--- src/rtl/matrix_scan_controller.sv ---
// Column-multiplexed scan controller for the 5x7 LED matrix.
// Swaps in new levels only at frame boundaries and blinks the display while the level is critical.
module matrix_scan_controller #(
    parameter int CLK_DIV      = 1000,
    parameter int BLINK_FRAMES = 25
) (
    input  logic       clk,
    input  logic       reset,
    input  logic       enable,
    input  logic [1:0] level,
    input  logic       level_valid,
    input  logic [6:0] dec_col_1,
    input  logic [6:0] dec_col_0,
    output logic [1:0] dec_data,
    output logic [4:0] col_n,
    output logic [6:0] row_n,
    output logic       frame_start
);
    localparam int PW = (CLK_DIV > 2) ? $clog2(CLK_DIV) : 1;
    localparam int BW = (BLINK_FRAMES > 1) ? $clog2(BLINK_FRAMES) : 1;
    localparam logic [PW-1:0] PRESC_MAX = PW'(CLK_DIV - 1);
    localparam logic [BW-1:0] BLINK_MAX = BW'(BLINK_FRAMES - 1);

    logic [PW-1:0] presc_q, presc_d;
    logic [2:0]    col_idx_q, col_idx_d;
    logic [1:0]    pending_q, pending_d;
    logic [1:0]    active_q, active_d;
    logic [BW-1:0] blink_cnt_q, blink_cnt_d;
    logic          blink_on_q, blink_on_d;
    logic [4:0]    col_n_q, col_n_d;
    logic [6:0]    row_n_q, row_n_d;
    logic          frame_start_q, frame_start_d;
    logic          tick, frame_end;

    always_comb begin
        presc_d       = presc_q;
        col_idx_d     = col_idx_q;
        pending_d     = pending_q;
        active_d      = active_q;
        blink_cnt_d   = blink_cnt_q;
        blink_on_d    = blink_on_q;
        col_n_d       = 5'b11111;
        row_n_d       = 7'h7F;
        frame_start_d = 1'b0;
        tick          = (presc_q == PRESC_MAX);
        frame_end     = tick && (col_idx_q == 3'd4);

        // Pending keeps accepting levels even while blanked; active reads the old pending on a coinciding strobe.
        if (level_valid) begin
            pending_d = level;
        end

        if (!enable) begin
            presc_d   = '0;
            col_idx_d = 3'd0;
        end else begin
            presc_d = tick ? '0 : presc_q + 1'b1;
            if (tick) begin
                col_idx_d = (col_idx_q == 3'd4) ? 3'd0 : col_idx_q + 3'd1;
            end
            if (frame_end) begin
                active_d = pending_q;
            end

            if (active_q != 2'b00) begin
                blink_cnt_d = '0;
                blink_on_d  = 1'b1;
            end else if (frame_end) begin
                if (blink_cnt_q == BLINK_MAX) begin
                    blink_cnt_d = '0;
                    blink_on_d  = ~blink_on_q;
                end else begin
                    blink_cnt_d = blink_cnt_q + 1'b1;
                end
            end

            frame_start_d = (presc_q == '0) && (col_idx_q == 3'd0);

            // First cycle of each slot stays dark so the previous column does not ghost.
            if ((presc_q != '0) && blink_on_q) begin
                col_n_d = ~(5'b00001 << col_idx_q);
                row_n_d = ((col_idx_q == 3'd0) || (col_idx_q == 3'd4)) ? ~dec_col_1 : ~dec_col_0;
            end
        end
    end

    always_ff @(posedge clk) begin
        if (reset) begin
            presc_q       <= '0;
            col_idx_q     <= 3'd0;
            pending_q     <= 2'b00;
            active_q      <= 2'b00;
            blink_cnt_q   <= '0;
            blink_on_q    <= 1'b1;
            col_n_q       <= 5'b11111;
            row_n_q       <= 7'h7F;
            frame_start_q <= 1'b0;
        end else begin
            presc_q       <= presc_d;
            col_idx_q     <= col_idx_d;
            pending_q     <= pending_d;
            active_q      <= active_d;
            blink_cnt_q   <= blink_cnt_d;
            blink_on_q    <= blink_on_d;
            col_n_q       <= col_n_d;
            row_n_q       <= row_n_d;
            frame_start_q <= frame_start_d;
        end
    end

    assign dec_data    = active_q;
    assign col_n       = col_n_q;
    assign row_n       = row_n_q;
    assign frame_start = frame_start_q;
endmodule

--- config.mk ---
export PLATFORM = sky130hd
export DESIGN_NAME = matrix_scan_controller
export DESIGN_NICKNAME = d
export VERILOG_FILES = /design/src/rtl/matrix_scan_controller.sv
export SDC_FILE = /design/constraint.sdc
export NUM_CORES = 1
export LEC_CHECK = 0
export ABC_CLOCK_PERIOD_IN_PS = 1600
export CAP_MARGIN = 10
export CORE_MARGIN = 4
export CORE_UTILIZATION = 30
export CTS_CLUSTER_SIZE = 40
export DETAILED_ROUTE_END_ITERATION = 10
export PLACE_DENSITY_LB_ADDON = 0.25
export SYNTH_ARGS = -nofsm -noshare
export SYNTH_HDL_FRONTEND = slang
export SYNTH_SLANG_ARGS = --single-unit
--- constraint.sdc ---
create_clock -name clk -period 1.6 [get_ports clk]
set_clock_uncertainty 0.2 [all_clocks]
set_input_delay 0.16 -clock clk [delete_from_list [all_inputs] [get_ports clk]]
set_output_delay 0.16 -clock clk [all_outputs]
set_load 0.01 [all_outputs]
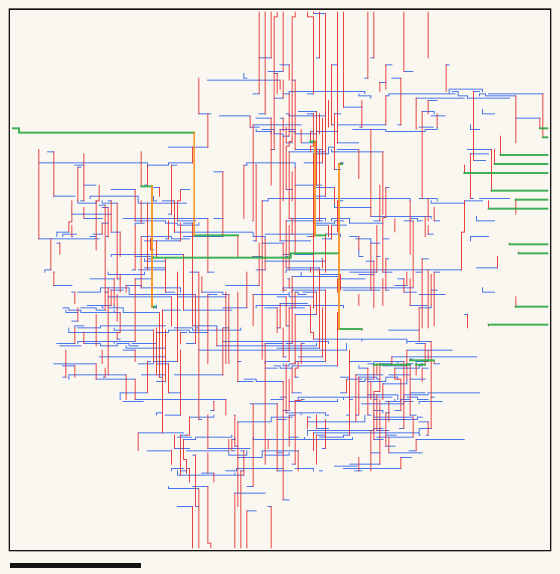
Fig. 1. Routed metal, one color a layer (run 1).
Bar = 20 um.
| color | layer | wire length |
|---|---|---|
| green | metal 3 | 158 um |
| red | metal 2 | 1760 um |
| blue | metal 1 | 1590 um |
| orange | metal 4 | 73.4 um |
GRT Overall Usage: 10.93%
wire per inst: 11.70 um
total number of vias: 1377
final WL: 3591 um

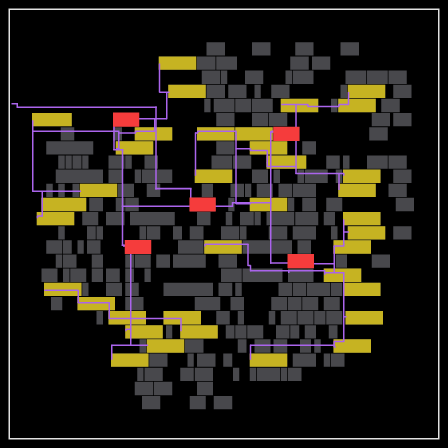
Fig. 2. Clock distribution (run 1).
[yellow] flip-flops | count: 36
[purple] clock wires | length: 460 um
[red] clock drivers | count: 5
routed clock nets: 6
clock network power: 0.654 mW
share of total power in the clock network: 37.7%
clk_lat worst skew: 0.29 ns

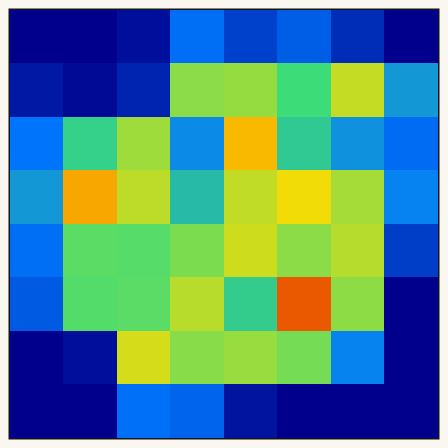
Fig. 3. Local utilization (run 1).
The die is cut into 8 by 8 equal tiles; dark blue is low, red is high, 0 to 100% covered.
densest ninth of the die: center
emptiest ninth of the die: upper left
fullest tile: 90%
tiles over 75% full: 4.7%
Core ar.: 5238 sq um
Final Util: 47.32%
Starting Density: 31.61%

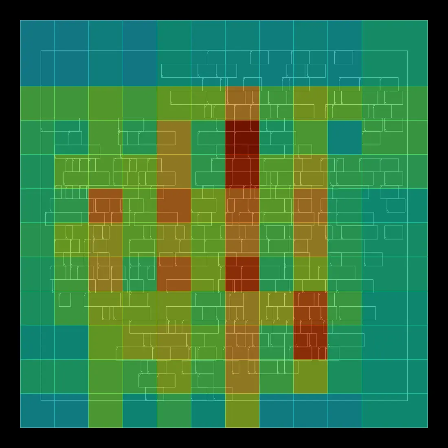
Fig. 4. Routing congestion (run 1).
GRT met3 Usage: 3.254%
most utilized layer in the global route result: met2
met2 usage: 18.51%

==> flow_metrics.tcl, run 1 <==
# metrics dict for downstream scripts
set metrics [dict create \
    status "complete, but fails checks" \
    violations "negative setup slack" \
    ys_sh_adder_pct 6.803 \
    setup_viol 7 \
    post-dp-hpwl_um 2751 \
    critPathSlowestCell "dfxtp_4" \
    min_to "pending_q[0]" \
    dp_cells 297 \
    p_comb_mw 0.162 \
    vdd_drop_max_uv 406.4 \
    yosys.area_share.simple_pct 24.49 \
    critical_path_buf_inv_count 0 \
    num_antenna_cells 0 \
    postCtsHoldBufs 0 \
    ys_ff 36 \
    worst_slack_ns -0.05176 \
    area_leaders "dfxtp_1 44%, ha_1 6.8%, mux2_2 4.8%, nand2_1 4.5%, nor2_1 3.9%" \
    synthArstFlopShare_pct 0 \
    synthDistinctLibCells 39 \
    synth_area_sq_um 1655 \
    synthTopLogicFamily "simple AND/OR/NAND/NOR gates" \
    slew_viol_final 0 \
    top_layer "met4" \
    routed-wl-met2_um 1764 \
    cts.sinks 36 \
    flops 36 \
    cts_tree "built" \
    power.total_mw 1.736 \
    synth-area-yosys_sq_um 1655 \
    via_per_inst 4.485 \
    r2r_cells 5 \
    mux_share_pct 7.785 \
    dieArea_sq_um 6770 \
    top_area_share_pct 43.54 \
    cp.arrival_ns 1.66 \
]
==> inputs of run 2 (changes only) <==
--- a/config.mk
+++ b/config.mk
@@ -5,12 +5,13 @@
 export SDC_FILE = /design/constraint.sdc
 export NUM_CORES = 1
 export LEC_CHECK = 0
-export ABC_CLOCK_PERIOD_IN_PS = 1600
 export CAP_MARGIN = 10
+export CORE_ASPECT_RATIO = 1.5
 export CORE_MARGIN = 4
 export CORE_UTILIZATION = 30
 export CTS_CLUSTER_SIZE = 40
 export DETAILED_ROUTE_END_ITERATION = 10
+export DONT_BUFFER_PORTS = 1
 export PLACE_DENSITY_LB_ADDON = 0.25
 export SYNTH_ARGS = -nofsm -noshare
 export SYNTH_HDL_FRONTEND = slang
==> run 2 against run 1 <==
The run still ends with negative setup slack left. Critical path depth stayed put. Final cell count is 8.1% lower. Largest power group unchanged. First-iteration DRC count is 44% lower. Via count is 3.8% lower. Synthesized area stayed put. Setup slack better by 0.024 ns. Core utilization is 4.1 points lower. Hold slack worse by 0.23 ns. Combinational power is 27% lower.
==> flow_metrics.tcl, run 2 <==
# metrics dict for downstream scripts
set metrics [dict create \
    ys_ff 36 \
    cp.arrival_ns 1.63 \
    cts.sinks 36 \
    dr_total_vias 1325 \
    grtUsageMet3_pct 3.079 \
    nNonClkInverters 11 \
    synthTopLogicFamily "simple AND/OR/NAND/NOR gates" \
    initCoreUtil_pct 31.56 \
    violations "negative setup slack" \
    p_comb_mw 0.119 \
    synth_area_sq_um 1655 \
    dpl_worst_slack_ns -0.06756 \
    status "complete, but fails checks" \
    flops 36 \
    num_antenna_cells 0 \
    post-dp-hpwl_um 2648 \
    postCtsHoldBufs 18 \
    postLayoutCoreUtil_pct 43.23 \
    top_layer "met4" \
    drt-wirelength-per-cell_um 12.51 \
    critPathSlowestCell "dfxtp_4" \
    tightest_slew_ns 0.4226 \
    via_per_inst 4.699 \
    routed-wl-met2_um 2123 \
    drc 0 \
    drv_cap 0 \
    min_to "blink_cnt_q[4]" \
    top_usage_layer "met2" \
    synthDistinctLibCells 39 \
    vdd_drop_max_uv 303.5 \
    synth-area-yosys_sq_um 1655 \
    p_sw_mw 0.3708 \
    setup_viol 4 \
    crit_end "blink_cnt_q[2]" \
    r2r_cells 5 \
    grt.overflow.total 0 \
    mux_share_pct 7.785 \
    worst_slack_ns -0.02733 \
    cts_tree "built" \
    dieArea_sq_um 6795 \
    top_area_share_pct 43.54 \
    area_leaders "dfxtp_1 44%, ha_1 6.8%, mux2_2 4.8%, nand2_1 4.5%, nor2_1 3.9%" \
    yosys.area_share.simple_pct 24.49 \
    power.total_mw 1.646 \
    critical_path_buf_inv_count 0 \
    wirelength_um 3529 \
    slew_viol_final 0 \
    synthArstFlopShare_pct 0 \
    dp_cells 255 \
]
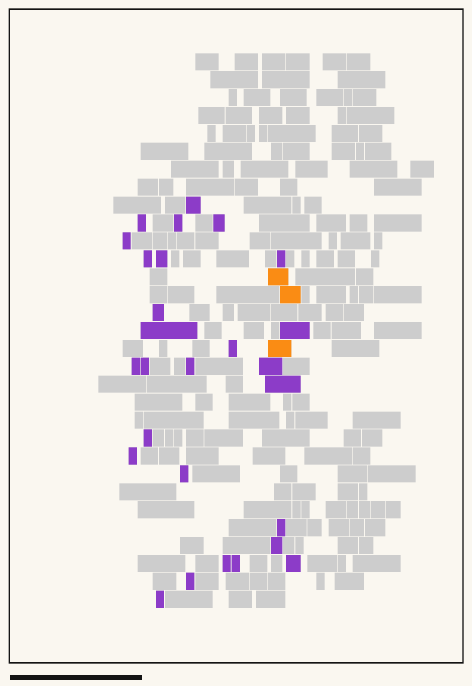
Fig. 5. Selected gate families (run 2).
Bar = 20 um.
| color | family | cells |
|---|---|---|
| orange | non-inverting ao/oa cells | 3 |
| purple | nor cells | 27 |
combinational share of cell area: 41.61%
final non-filler cell total: 282

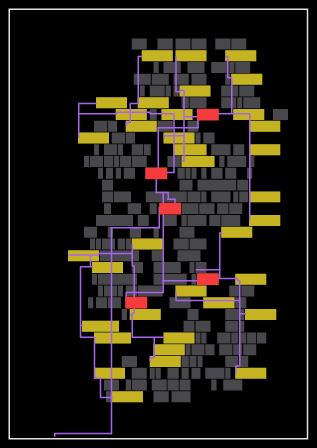
Fig. 6. Clock distribution (run 2).
[yellow] flip-flops | count: 36
[red] clock drivers | count: 5
[purple] clock wires | length: 481 um
routed clock nets: 6
share of total power in the clock network: 36.6%
clock network power: 0.603 mW
clk_lat worst skew: 0.28 ns

Power and IR drop assume default switching activity.
